**src/rtl/demux_pkg.sv**
```systemverilog
// Shared constants and helpers for the registered stream demultiplexer.
package demux_pkg;

  localparam int unsigned DEF_WIDTH = 8;
  localparam int unsigned DEF_SEL_W = 2;
  localparam int unsigned DEF_CNT_W = 16;

  // Bit offset of channel i inside the flattened out_data bus.
  function automatic int unsigned chan_slice(input int unsigned i, input int unsigned width);
    return i * width;
  endfunction

endpackage

```
**src/rtl/demux_slot.sv**
```systemverilog
// One-entry output register for a single demux channel.
module demux_slot #(
  parameter int unsigned WIDTH = 8
) (
  input  logic             clk,
  input  logic             rst,
  input  logic             load_i,
  input  logic [WIDTH-1:0] data_i,
  input  logic             ready_i,
  output logic             valid_o,
  output logic [WIDTH-1:0] data_o,
  output logic             free_o
);

  logic             valid_q, valid_d;
  logic [WIDTH-1:0] data_q, data_d;

  // Load wins over drain so a full slot can take a new beat while emptying.
  always_comb begin
    valid_d = valid_q;
    data_d  = data_q;
    if (load_i) begin
      valid_d = 1'b1;
      data_d  = data_i;
    end else if (valid_q && ready_i) begin
      valid_d = 1'b0;
    end
  end

  // Slot state register; reset discards any pending beat.
  always_ff @(posedge clk or posedge rst) begin
    if (rst) begin
      valid_q <= 1'b0;
      data_q  <= '0;
    end else begin
      valid_q <= valid_d;
      data_q  <= data_d;
    end
  end

  assign valid_o = valid_q;
  assign data_o  = data_q;
  // Combinational: slot is empty or is being drained this cycle.
  assign free_o  = !valid_q || ready_i;

endmodule

```
**src/rtl/demux_stream.sv**
```systemverilog
// Registered 1-to-N stream demux with optional atomic broadcast.
module demux_stream
  import demux_pkg::*;
#(
  parameter int unsigned WIDTH = DEF_WIDTH,
  parameter int unsigned SEL_W = DEF_SEL_W,
  parameter int unsigned CNT_W = DEF_CNT_W
) (
  input  logic                            clk,
  input  logic                            rst,
  input  logic                            en,
  input  logic                            in_valid,
  output logic                            in_ready,
  input  logic [WIDTH-1:0]                in_data,
  input  logic [SEL_W-1:0]                sel,
  input  logic                            bcast,
  output logic [(1<<SEL_W)-1:0]           out_valid,
  input  logic [(1<<SEL_W)-1:0]           out_ready,
  output logic [(1<<SEL_W)*WIDTH-1:0]     out_data,
  output logic [CNT_W-1:0]                xfer_cnt
);

  localparam int unsigned N = 1 << SEL_W;

  logic [N-1:0]     free;
  logic [N-1:0]     load;
  logic [WIDTH-1:0] slot_data [N];
  logic             accept;
  logic [CNT_W-1:0] xfer_cnt_q, xfer_cnt_d;

  // Handshake, target decode and counter next-state.
  always_comb begin
    in_ready   = en && !rst && (bcast ? (&free) : free[sel]);
    accept     = in_valid && in_ready;
    load       = '0;
    for (int unsigned i = 0; i < N; i++) begin
      load[i] = accept && (bcast || (sel == SEL_W'(i)));
    end
    xfer_cnt_d = xfer_cnt_q + CNT_W'(accept);
  end

  // Accepted-beat counter; wraps silently.
  always_ff @(posedge clk or posedge rst) begin
    if (rst) begin
      xfer_cnt_q <= '0;
    end else begin
      xfer_cnt_q <= xfer_cnt_d;
    end
  end

  assign xfer_cnt = xfer_cnt_q;

  for (genvar g = 0; g < N; g++) begin : g_slot
    demux_slot #(
      .WIDTH (WIDTH)
    ) u_slot (
      .clk     (clk),
      .rst     (rst),
      .load_i  (load[g]),
      .data_i  (in_data),
      .ready_i (out_ready[g]),
      .valid_o (out_valid[g]),
      .data_o  (slot_data[g]),
      .free_o  (free[g])
    );
    assign out_data[chan_slice(g, WIDTH) +: WIDTH] = slot_data[g];
  end

endmodule

```
**config.mk**
```make
export PLATFORM = sky130hd
export DESIGN_NAME = demux_stream
export DESIGN_NICKNAME = d
export VERILOG_FILES = /design/src/rtl/demux_pkg.sv /design/src/rtl/demux_slot.sv /design/src/rtl/demux_stream.sv
export SDC_FILE = /design/constraint.sdc
export NUM_CORES = 1
export LEC_CHECK = 0
export ABC_AREA = 1
export CAP_MARGIN = 25
export CORE_AREA = 4 4 79 99
export CTS_CLUSTER_DIAMETER = 150
export DETAILED_ROUTE_END_ITERATION = 12
export DIE_AREA = 0 0 83 103
export PLACE_DENSITY = 0.63
export SETUP_SLACK_MARGIN = 0.5
export SLEW_MARGIN = 20
export SYNTH_ARGS = -nofsm -noshare
export SYNTH_HDL_FRONTEND = slang
export SYNTH_SLANG_ARGS = --single-unit
```
**constraint.sdc**
```tcl
create_clock -name clk -period 4.55 [get_ports clk]
set_input_delay 1.1375 -clock clk [delete_from_list [all_inputs] [get_ports clk]]
set_output_delay 1.1375 -clock clk [all_outputs]
set_load 0.03 [all_outputs]
```
==> flow_metrics.env <==
# flow metrics
export IMPL_dpl_cell_count=401
export IMPL_numCtsBuffers=5
export IMPL_critPathMaxStageDelay_ps=480
export IMPL_worstHoldStart="xfer_cnt[15]$_DFF_PP0_"
export IMPL_startpoint="sel[0]"
export IMPL_crit_type="input pin to output port"
export IMPL_via_per_inst=4.81
export IMPL_cap_violations=0
export IMPL_worst_pin_slew_ps=648
export IMPL_p_per_area_nw_per_um2=459
export IMPL_grt_antenna_before_repair=0
export IMPL_avgSynthCellArea_sq_um=9.44
export IMPL_post_place_ws_ps=544
export IMPL_worst_setup_path_end_kind="output port"
export IMPL_die_area_sq_um=8550
export IMPL_reg2reg_to="xfer_cnt[12]$_DFF_PP0_"
export IMPL_layout_drive_gt1_share=0.0909
export IMPL_top_area_cell="dfrtp_1"
export IMPL_cp_max_fo=10
export IMPL_synth_seq_cells=52
export IMPL_port_buffers=71
export IMPL_drtPass1Iterations=4
export IMPL_syn_nets=270
export IMPL_finalCriticalPeriod_ps=3720
export IMPL_edf_count=0
export IMPL_drt_initial_drc_count=59
export IMPL_hold_violations=0
export IMPL_rsz0062_at_grt="no"
export IMPL_antenna_cells=0
export IMPL_logic_area_sq_um=920
export IMPL_grt_pass1_vias=1857
export IMPL_period_used=0.817
export IMPL_syn_area_sq_um=2350
export IMPL_cts_hold_buffers=0
export IMPL_grt_max_degree=54
export IMPL_fin_nets=339
export IMPL_ir_drop_v=0.000231
export IMPL_crit_end="in_ready"
export IMPL_postCtsSetupBuffers=0
export IMPL_fill_cells=672
export IMPL_hp_class="flop to flop"
export IMPL_fp_util=0.341
export IMPL_p_leak_nw=1.54
export IMPL_grt_usage=0.143
export IMPL_h_tree_depth=2
export IMPL_top_cells_by_area="dfrtp_1 (55%), nand2_1 (13%), nand4_1 (9.3%), xor2_1 (2.6%), buf_4 (2.6%)"
export IMPL_die_h_microns=103
export IMPL_cts_buffer_depth=2
export IMPL_synthTopCellsByCount="nand2_1 (81), dfrtp_1 (52), nand4_1 (35)"
export IMPL_cp_data_arrival_time_ps=2580
export IMPL_hold_depth=1
export IMPL_clk_pin_slew_ps=80
export IMPL_outcome="completed"
export IMPL_crit_path_cell_trace="clkdlybuf4s50_1 -> o21ai_2 -> nand2_1 -> nand3_1 -> nor2_4 -> buf_4"
export IMPL_routed_wl_mm=5.96
export IMPL_via_count=1968
export IMPL_synth_cells=249
export IMPL_die_w_microns=83
export IMPL_postCtsResizedCells=0
export IMPL_p_total_mw=1.48
export IMPL_synthArstFlopShare=1.00
export IMPL_cts_tree="built"
export IMPL_placed_area_sq_um=3120
export IMPL_post_route_drc_count=0
export IMPL_yosysCellCount=249
export IMPL_cp_depth=6
export IMPL_maxSlewViolCount=0
export IMPL_rr_startpoint="g_slot[1].u_slot.valid_o$_DFFE_PP0P_"
export IMPL_dp_hpwl_mm=4.53
export IMPL_worstPathRequired_ps=3410
export IMPL_syn2layout_area_growth_pct=37.5
export IMPL_report_final_setup_viol=0
export IMPL_fin_skew_ps=7.29
export IMPL_setup_ws_ps=830
export IMPL_synth_main_ff_cell="dfrtp_1"
export IMPL_gp_congestion=0.810
export IMPL_wl_per_cell_microns=14.6
export IMPL_r2r_cells=14
export IMPL_postSynthSeqShare=0.554
export IMPL_cts_sinks=52
export IMPL_ys_warn_count=0
export IMPL_warnings=26
export IMPL_tns_ps=0
export IMPL_synth_distinct_cells=26
export IMPL_ios=72
export IMPL_root_buffer="clkbuf_8"
export IMPL_synth_most_common_cell="nand2_1"
export IMPL_ant_nets=0
export IMPL_cp_slowest_cell="clkdlybuf4s50_1"
export IMPL_startpoint_type="input pin"
export IMPL_path_buffers=2
export IMPL_slew_limit_headroom=0.568
export IMPL_hold_end="xfer_cnt[15]$_DFF_PP0_"
export IMPL_ys_chip_area_sq_um=2350
export IMPL_grt_pass1_wl_mm=9.69
export IMPL_grt_overflow=0
export IMPL_r2r_setup_slack_ps=2140
export IMPL_timing_fmax_mhz=269
export IMPL_clkLatencyLatePin_ps=300
export IMPL_top_cell_area_share=0.554
export IMPL_critPathTopFamily="buffers and inverters"
export IMPL_whs_ps=476
==> area by class of cell <==
cell class | instances | share of cell area
Sequential cell | 52 | 0.403
Multi-Input combinational cell | 170 | 0.285
Timing Repair Buffer | 74 | 0.226
Tap cell | 90 | 0.0348
Clock buffer | 6 | 0.0225
Inverter | 15 | 0.0186
Clock inverter | 2 | 0.0108
==> power by group <==
| part | switching (mW) | internal, mW |
|---|---|---|
| Clock | 0.145 | 0.163 |
| Combinational | 0.331 | 0.219 |
| Sequential | 0.0683 | 0.557 |
==> layout by cell type (no fill, tap or decap) <==
master and count:
a21oi_4 1, buf_4 4, bufinv_16 1, clkbuf_1 1, clkbuf_8 5, clkdlybuf4s50_1 70
clkinv_2 1, clkinvlp_4 1, dfrtp_1 52, ha_1 2, inv_1 11, inv_2 3
nand2_1 80, nand2_2 4, nand2_4 1, nand3_1 7, nand3b_1 1, nand4_1 35
nand4_2 4, nor2_1 9, nor2_2 1, nor2_4 1, nor3_1 2, nor3b_1 2
o21ai_0 2, o21ai_1 3, o21ai_2 1, or2_2 1, xnor2_1 6, xor2_1 7
==> flip-flops by register name (all words and copies together) (netlist names) <==
signal                 flops
g_slot.u_slot.data_o      32
xfer_cnt                  16
g_slot.u_slot.valid_o      4
==> routing by layer <==
metal / up-vias / global-route usage / routed length, microns
met5: - / 0 / 0
met4: 0 / 0.0440 / 110
met3: 10 / 0.0312 / 366
met2: 67 / 0.240 / 2870
met1: 921 / 0.187 / 2610
li1: 970 / - / -
==> cells by family after synthesis <==
kind of cell | share of synthesized area
XOR/XNOR | 0.0485
AND/OR/NAND/NOR | 0.310
flip-flops | 0.554
buffers and inverters | 0.0559
adder cells (fa/ha/maj) | 0.0106
AND-OR/OR-AND | 0.0213
Fig. 1: placed standard cells
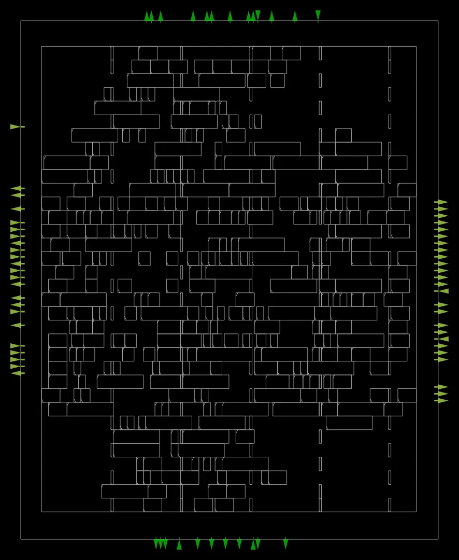
Std-Cell Core Area: 6890 sq um
Finished Layout Cells: 409
FP Rows: 34
Final Util: 0.469
Flops: 52

Fig. 2: where the registers sit
Scale: 4 px per micron. Other cells in gray.
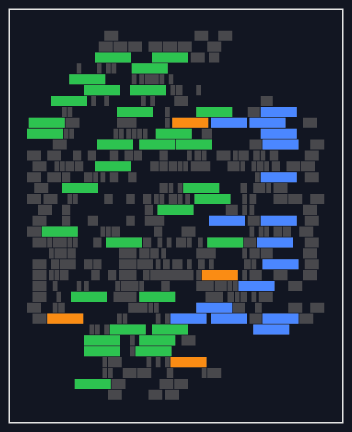
xfer_cnt -> blue  # flops 16
g_slot.u_slot.data_o -> green  # flops 32
g_slot.u_slot.valid_o -> orange  # flops 4
Power Sequential: 625 uW
Seq/total area: 0.403
FF/Latch Area: 1300 sq um

Fig. 3: cells colored by class
Scale: 4 px per micron.
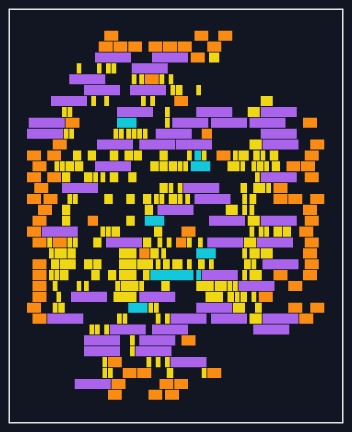
registers -> purple  # cells 52, share of their area 42%
remaining logic cells -> yellow  # cells 185, share of their area 31%
clock drivers and dummy loads -> cyan  # cells 8, share of their area 3.4%
remaining buffers and delay cells -> orange  # cells 74, share of their area 23%
Design Area, Final: 3230 sq um

Power figures rest on the tool's default switching activity, not on a simulated workload.
